`src/rtl/sram_cfg_pkg.sv`:
```
// Shared types and constants for the SRAM configuration-cell controller.
package sram_cfg_pkg;

  localparam int unsigned DEFAULT_ROWS = 8;
  localparam int unsigned DEFAULT_COLS = 16;

  localparam logic OP_WRITE = 1'b0;
  localparam logic OP_READ  = 1'b1;

  typedef enum logic [2:0] {
    IDLE,
    WR_SETUP,
    WR_PULSE,
    WR_HOLD,
    RD_PULSE,
    RESP
  } state_t;

endpackage

```
`src/rtl/sram_cfg_row_decoder.sv`:
```
// One-hot row strobe decode with complements; out-of-range rows decode to nothing.
module sram_cfg_row_decoder #(
  parameter int unsigned ROWS = 8,
  parameter int unsigned AW   = 3
) (
  input  logic [AW-1:0]   addr,
  input  logic            wr_en,
  input  logic            rd_en,
  output logic [ROWS-1:0] write_c,
  output logic [ROWS-1:0] write_n_c,
  output logic [ROWS-1:0] read_c,
  output logic [ROWS-1:0] read_n_c
);

  logic            in_range_c;
  logic [ROWS-1:0] onehot_c;

  always_comb begin
    in_range_c = 32'(addr) < ROWS;
    onehot_c   = '0;
    for (int unsigned r = 0; r < ROWS; r++) begin
      onehot_c[r] = in_range_c && (32'(addr) == r);
    end
    write_c   = wr_en ? onehot_c : '0;
    read_c    = rd_en ? onehot_c : '0;
    write_n_c = ~write_c;
    read_n_c  = ~read_c;
  end

endmodule

```
`src/rtl/sram_cfg_controller.sv`:
```
// Write/readback master for one column of SRAM configuration cells.
module sram_cfg_controller
  import sram_cfg_pkg::*;
#(
  parameter int unsigned ROWS = DEFAULT_ROWS,
  parameter int unsigned COLS = DEFAULT_COLS,
  parameter int unsigned AW   = $clog2(ROWS)
) (
  input  logic            clk,
  input  logic            reset,
  input  logic            io_cmdValid,
  output logic            io_cmdReady,
  input  logic            io_cmdOp,
  input  logic [AW-1:0]   io_cmdAddr,
  input  logic [COLS-1:0] io_cmdData,
  output logic            io_rspValid,
  input  logic            io_rspReady,
  output logic [COLS-1:0] io_rspData,
  output logic            io_rspErr,
  output logic [COLS-1:0] io_bitWrite,
  input  logic [COLS-1:0] io_bitRead,
  output logic [ROWS-1:0] io_write,
  output logic [ROWS-1:0] io_writeN,
  output logic [ROWS-1:0] io_read,
  output logic [ROWS-1:0] io_readN,
  output logic            io_busy
);

  state_t          state;
  state_t          next_state;
  logic [AW-1:0]   addr_q;
  logic            err_q;
  logic            accept_c;
  logic [AW-1:0]   dec_addr_c;
  logic            dec_wr_en_c;
  logic            dec_rd_en_c;
  logic [ROWS-1:0] dec_write_c;
  logic [ROWS-1:0] dec_write_n_c;
  logic [ROWS-1:0] dec_read_c;
  logic [ROWS-1:0] dec_read_n_c;

  assign accept_c = io_cmdValid && io_cmdReady;

  // Next state; strobes are decoded from the state being entered so they register on time.
  always_comb begin
    next_state  = state;
    dec_addr_c  = addr_q;
    dec_wr_en_c = 1'b0;
    dec_rd_en_c = 1'b0;
    unique case (state)
      IDLE: begin
        dec_addr_c = io_cmdAddr;
        if (accept_c) next_state = (io_cmdOp == OP_READ) ? RD_PULSE : WR_SETUP;
      end
      WR_SETUP: next_state = WR_PULSE;
      WR_PULSE: next_state = WR_HOLD;
      WR_HOLD:  next_state = IDLE;
      RD_PULSE: next_state = RESP;
      RESP:     if (io_rspReady) next_state = IDLE;
      default:  next_state = IDLE;
    endcase
    dec_wr_en_c = (next_state == WR_PULSE);
    dec_rd_en_c = (next_state == RD_PULSE);
  end

  sram_cfg_row_decoder #(
    .ROWS(ROWS),
    .AW  (AW)
  ) u_row_decoder (
    .addr     (dec_addr_c),
    .wr_en    (dec_wr_en_c),
    .rd_en    (dec_rd_en_c),
    .write_c  (dec_write_c),
    .write_n_c(dec_write_n_c),
    .read_c   (dec_read_c),
    .read_n_c (dec_read_n_c)
  );

  always_ff @(posedge clk or posedge reset) begin
    if (reset) begin
      state       <= IDLE;
      addr_q      <= '0;
      err_q       <= 1'b0;
      io_cmdReady <= 1'b0;
      io_busy     <= 1'b0;
      io_rspValid <= 1'b0;
      io_rspData  <= '0;
      io_rspErr   <= 1'b0;
      io_bitWrite <= '0;
      io_write    <= '0;
      io_writeN   <= '1;
      io_read     <= '0;
      io_readN    <= '1;
    end else begin
      state       <= next_state;
      io_cmdReady <= (next_state == IDLE);
      io_busy     <= (next_state != IDLE);
      io_rspValid <= (next_state == RESP);
      io_write    <= dec_write_c;
      io_writeN   <= dec_write_n_c;
      io_read     <= dec_read_c;
      io_readN    <= dec_read_n_c;
      if (accept_c) begin
        addr_q <= io_cmdAddr;
        err_q  <= (32'(io_cmdAddr) >= ROWS);
        if (io_cmdOp == OP_WRITE) io_bitWrite <= io_cmdData;
      end
      // Cells drive the read lines only while strobed, so capture at the end of the pulse.
      if (state == RD_PULSE) begin
        io_rspData <= err_q ? '0 : io_bitRead;
        io_rspErr  <= err_q;
      end
    end
  end

endmodule

```
`config.mk`:
```
export PLATFORM = sky130hd
export DESIGN_NAME = sram_cfg_controller
export DESIGN_NICKNAME = d
export VERILOG_FILES = /design/src/rtl/sram_cfg_pkg.sv /design/src/rtl/sram_cfg_row_decoder.sv /design/src/rtl/sram_cfg_controller.sv
export SDC_FILE = /design/constraint.sdc
export NUM_CORES = 1
export LEC_CHECK = 0
export ABC_AREA = 1
export CORE_AREA = 2 2 89 91
export CTS_BUF_LIST = sky130_fd_sc_hd__clkbuf_8 sky130_fd_sc_hd__clkbuf_16
export DETAILED_ROUTE_END_ITERATION = 7
export DIE_AREA = 0 0 91 93
export PLACE_DENSITY = 0.71
export REMOVE_ABC_BUFFERS = 1
export SYNTH_ARGS = -nofsm -noshare
export SYNTH_HDL_FRONTEND = slang
export SYNTH_SLANG_ARGS = --single-unit
```
`constraint.sdc`:
```
create_clock -name clk -period 2.95 [get_ports clk]
set_clock_uncertainty 0.2 [all_clocks]
set_input_delay 0.59 -clock clk [delete_from_list [all_inputs] [get_ports clk]]
set_output_delay 0.59 -clock clk [all_outputs]
set_load 0.01 [all_outputs]
```
Fig. 1: run 1, M1 wires
Supply wires on this layer in grey. Cells faint in the background.
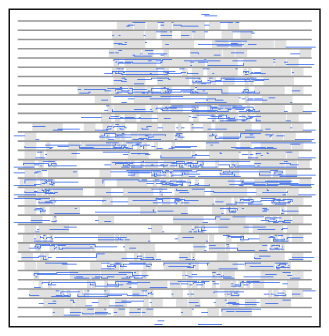
nets with wire on the layer: 373
share of all routed wire: 42%
main direction: horizontal
longest straight run: 26.2 µm
wire length on this layer: 2690 µm
total number of vias: 2275
routed wire length: 6360 µm
M1 GR Usage: 0.179

Fig. 2: run 1, routed clock nets over the placement
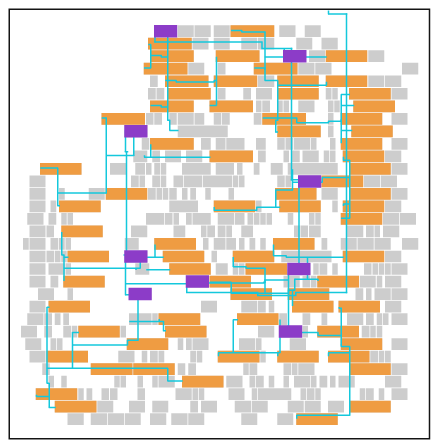
legend:
  clock drivers:
    colour: purple
    count: 9
  clock wires:
    colour: cyan
    length: 876 µm
  flip-flops:
    colour: orange
    count: 73
routed clock nets: 10
P_clk: 0.959 mW
Clock power frac: 0.225

Fig. 3: run 1, clock nets
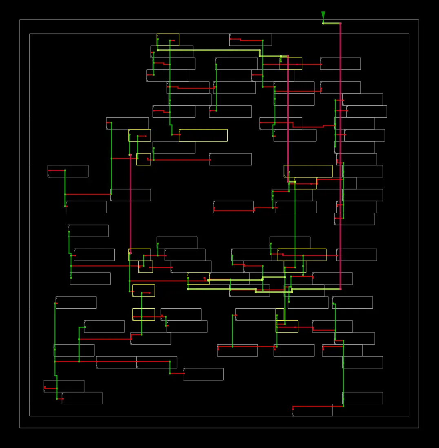
clock sink count: 73
CTS buffer count: 9
seq_cells: 73

run 1: layout make-up:
type	count	area share
Sequential cell	73	0.428
Inverter	31	0.0281
Timing Repair Buffer	111	0.258
Clock buffer	10	0.0319
Clock inverter	6	0.0261
Tap cell	102	0.0296
Multi-Input combinational cell	171	0.198
run 1: tightest hold or removal path, delay by kind of cell, from the launching register on:
family           cells  cell delay [ps]
DFF                  1              350
and+or+nand+nor      2              100
run 1: worst paths after layout:
path / startpoint / endpoint
min: io_rspData[14] / io_rspData[14]
min in group asynchronous: reset / io_bitWrite[4]
max in group asynchronous: reset / io_readN[7]
min reg2reg: io_rspData[14] / io_rspData[14]
max: io_readN[3] / io_readN[3]
max reg2reg: state[0] / io_rspData[1]
run 1: cell usage after synthesis (all sizes together):
master,number,share of area
and2,1,0.0022
buf,8,0.025
clkbuf,4,0.0052
conb,1,0.0013
dfrtp,57,0.49
dfstp,16,0.14
inv,31,0.042
nand2,75,0.11
nand3,49,0.11
nand3b,2,0.0052
nor2,24,0.037
o21ai,19,0.033
run 1: through the flow:
| step | cells | util | total power, mW |
|---|---|---|---|
| floorplan | 275 | - | 2.47 |
| global placement | 488 | 0.540 | 3.32 |
| detailed placement | 488 | 0.540 | 3.35 |
| CTS | 504 | 0.573 | 4.33 |
| global route | 504 | 0.573 | 4.58 |
| finish | 504 | 0.573 | 4.27 |
run 1: where the power goes:
group | internal, mW | switching [mW]
registers | 1.34 | 0.172
clock network | 0.589 | 0.370
logic | 0.815 | 0.982
total | 2.74 | 1.52
run 1: kinds of logic after synthesis:
| logic type | count (synthesis) | share of synthesized area |
|---|---|---|
| buf+inv | 43 | 0.0722 |
| other cells | 1 | 0.00129 |
| simple gates | 151 | 0.260 |
| flops | 73 | 0.634 |
| compound gates | 19 | 0.0327 |
run 1: per-layer routing:
metal	GRT usage	vias to the layer above	part of all wire
met3	0.0492	6	0.058
met2	0.274	64	0.50
met5	0	-	0
met4	0.0833	0	0.017
met1	0.179	1090	0.42
li1	-	1115	-
run 1: placed cells by master (no fill, tap or decap):
cell type	count
buf_4	4
dfstp_2	16
clkinv_2	1
nor2_2	4
conb_1	1
nand2_2	3
nand2_1	68
clkbuf_8	10
and2_1	1
nand3_1	41
nand2_4	4
bufinv_16	3
nand3_4	3
dfrtp_1	57
nor2_4	1
nand3b_1	2
inv_2	1
nor2_1	19
o21ai_0	19
inv_1	29
buf_12	1
inv_6	3
nand3_2	5
clkdlybuf4s50_1	106
run 1: state kept, by name, indices dropped and copies added (netlist names):
signal	flops
io_write	8
state	3
io_bitWrite	16
io_rspData	16
io_read	8
addr_q	3
io_readN	8
io_rspValid	1
io_writeN	8
io_busy	1
io_cmdReady	1
==> CHANGELOG.md, run 1 <==
### Physical design

* Layout area overhead at 48.1%
* Chip footprint at around 8500 µm²
* VDD IR max at 0.000451 V
* CP max stage delay at 540 ps
* RSZ-0062 raised after global routing: no
* Seq cells post-synth at 73
* Global-route congestion overflow total at 0
* GPL Wtd Cong at ~0.7
* Post-route cell area at around 4300 µm²
* Post-DRT Antenna Nets at 0
* Late-Pin Clk Latency at about 340 ps
* Yosys Instances at about 290
* CP Max Fanout at 1
* Max Cap Viol at 0
* Fill cells at roughly 700
* DR WL/cell at about 13 µm
* Core area at 7530 µm²
* # hold bufs at CTS at 0
* Static Leak at 2.00 nW
* Layout Nets at between 400 and 500
* Combinational gate area at 855 µm²
* R2R cell count at 5
* Worst path slowest cell: clkdlybuf4s50_1
* Die height at 93 µm
* Hold path cells at 2
* Port buffer count at about 110
* Fraction of layout cells with a size suffix above 1 at 0.147
* Initial DRC count at between 80 and 90
* Syn avg cell area at approximately 10 µm²
* Synthesized netlist cell count at approximately 290
* Seq. cell area at ~1800 µm²
* Status: finished, final reports clean
* Longest Clk Path Bufs at 2
* Max-slew headroom at 0.662
* Largest net degree at the start of global routing at 74
* Fin crit period at 2190 ps
* Vias in the first global route at 2258
* Clk Tree Root Cell: clkbuf_8
* Site row count at 32
* DRC viols at 0
* H-tree Lvls at 3
* Worst Setup End Kind: output pin
* # setup viols final at 0
* Fin. Hold Viols at 0
* DRT Pass-1 Iters at 4
* GRT Util Overall at 0.159
==> run 1 -> run 2 <==
Clock period 2.95 ns to 2.15 ns, I/O delays scaled along.
Fig. 4: run 2, clock nets
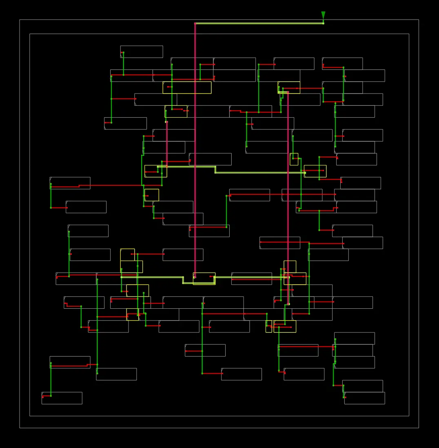
P_clk: 1.05 mW
Late-Pin Clk Latency: 350 ps
CLK BUF: 9

Fig. 5: run 2, cells coloured by class
Scale bar: 20 µm.
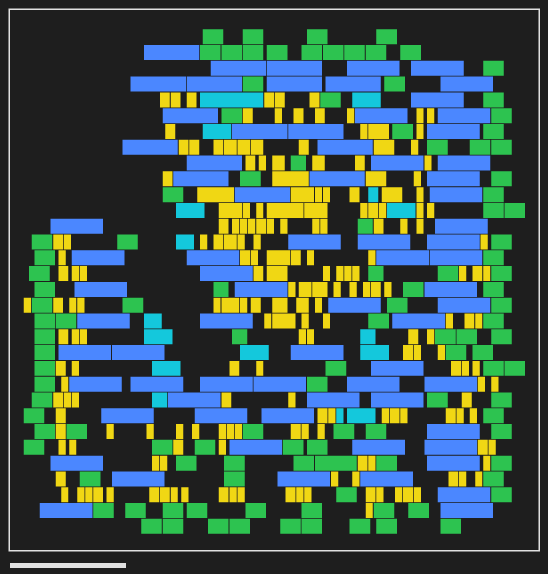
legend:
  sequential cells:
    colour: blue
    cells: 73
    share_of_their_area: 45%
  remaining buffers and delay cells:
    colour: green
    cells: 112
    share_of_their_area: 27%
  clock drivers and dummy loads:
    colour: cyan
    cells: 16
    share_of_their_area: 4.7%
  combinational and other logic:
    colour: yellow
    cells: 202
    share_of_their_area: 24%

==> CHANGELOG.md, run 2 <==
### Physical design

* Static Leak at 1.97 nW (-1.3%)
* Total number of vias at 2276 (+0.044%)
* Max-slew headroom at 0.643 (-0.0188)
* VDD IR max at 0.000557 V (+24%)
* Port buffer count at 106 (unchanged)
* NetSw at 2.12 mW (+39%)
* DRC viols at 0 (unchanged)
* Top cells by area: dfrtp_1 49%, dfstp_2 14%, nand2_1 8.8%
* Area fraction in compound gates at 0.0327 (unchanged)
* Layout Nets at 438 (+0.23%)
* Routed wire length at 6450 µm (+1.4%)
* CP Max Fanout at 1 (unchanged)
* Largest registers: io_bitWrite: 16 flops, io_rspData: 16 flops
* DR WL/cell at 12.8 µm (+1.2%)
* Combinational share of power at 0.444 (+0.023)
* Utilization after layout at 0.566 (-0.00632)
* Net Sw Frac at 0.377 (+0.0195)
* Syn avg cell area at 10.1 µm² (unchanged)
* GPL Wtd Cong at 0.749 (+5.2%)
* Post-synth top cells: 68 x nand2_1, 57 x dfrtp_1, 41 x nand3_1
* GRT Util Overall at 0.162 (+0.00284)
* CTS buffer count at 9 (unchanged)
* Commonest Layout Cell: clkdlybuf4s50_1
* Initial DRC count at 103 (+18%)
* Synth top cell by count: nand2_1
* Simple-gate portion of the synthesized area at 0.260 (unchanged)
* RSZ-0062 raised after global routing: no
* Synthesized netlist cell count at 287 (unchanged)
* Yosys Instances at 287 (unchanged)
* Vias in the first global route at 2226 (-1.4%)
* Status: finished, final reports clean
* Clock sink count at 73 (unchanged)
* Seq cells post-synth at 73 (unchanged)
* Post-synth mux share at 0 (unchanged)
* Fin. Hold Viols at 0 (unchanged)
* Internal at 3.51 mW (+28%)
* Seq. cell area at 1850 µm² (unchanged)
* Async set-or-reset flop fraction in the synthesized netlist at 1.00 (unchanged)
* Worst Setup End Kind: output pin
* # setup viols final at 0 (unchanged)
* Largest net degree at the start of global routing at 74 (unchanged)
* CP max stage delay at 530 ps (about the same)
* DRT Pass-1 Iters at 5 (+1)
* H-tree Lvls at 3 (unchanged)
==> run 2: cell counts after synthesis <==
Identical to the previous run, type by type.
==> run 2: power groups by stage <==
stage	clock, mW	sequential [mW]	combinational [mW]
2_1_floorplan	0	2.29	1.10
3_3_place_gp	0	2.09	2.47
3_5_place_dp	0	2.10	2.53
4_1_cts	1.08	2.09	2.54
5_1_grt	1.12	2.14	2.76
6_report	1.05	2.08	2.50
==> run 2: per-layer routing <==
| metal | GRT usage | vias up | routed length (µm) |
|---|---|---|---|
| met5 | 0 | - | 0 |
| met4 | 0.0770 | 0 | 116 |
| li1 | - | 1114 | - |
| met1 | 0.202 | 1075 | 2800 |
| met3 | 0.0459 | 7 | 403 |
| met2 | 0.262 | 80 | 3130 |
==> run 2: layout make-up <==
cell class              count  share of cell area
flip-flops and latches     73               0.433
repair buffers            112               0.262
multi-input cells         171               0.200
well taps                 102              0.0299
clock buffers               9              0.0290
inverters                  31              0.0285
clock inverters             7              0.0167
==> run 2: cell families after synthesis <==
logic type / after synthesis
buffers and inverters: 43
AND/OR/NAND/NOR: 151
other: 1
AND-OR/OR-AND: 19
flip-flops: 73
==> run 2: per-stage QoR <==
| stage | instance area [µm²] | instances |
|---|---|---|
| 2_1_floorplan | 2820 | 275 |
| 4_1_cts | 4260 | 505 |
| 5_1_grt | 4260 | 505 |
| 3_3_place_gp | 4070 | 489 |
| 6_report | 4260 | 505 |
| 3_5_place_dp | 4070 | 489 |
==> run 2: path summary, 6_finish.rpt <==
check / startpoint / endpoint / cells past startpoint
worst max-delay path: io_readN[4] / io_readN[4] / 1
worst min-delay path: reset / io_bitWrite[5] / 3
worst max register to register: state[0] / io_rspData[14] / 4
worst min register to register: io_rspData[8] / io_rspData[8] / 2
max in group asynchronous: reset / io_readN[2] / 3
min in group clk: io_rspData[8] / io_rspData[8] / 2
==> run 2: tightest hold or removal path, delay by kind of cell <==
| family | cells | cell delay, ps |
|---|---|---|
| buf+inv | 3 | 790 |
No activity file was given, so power comes from the tool's default toggle rates.
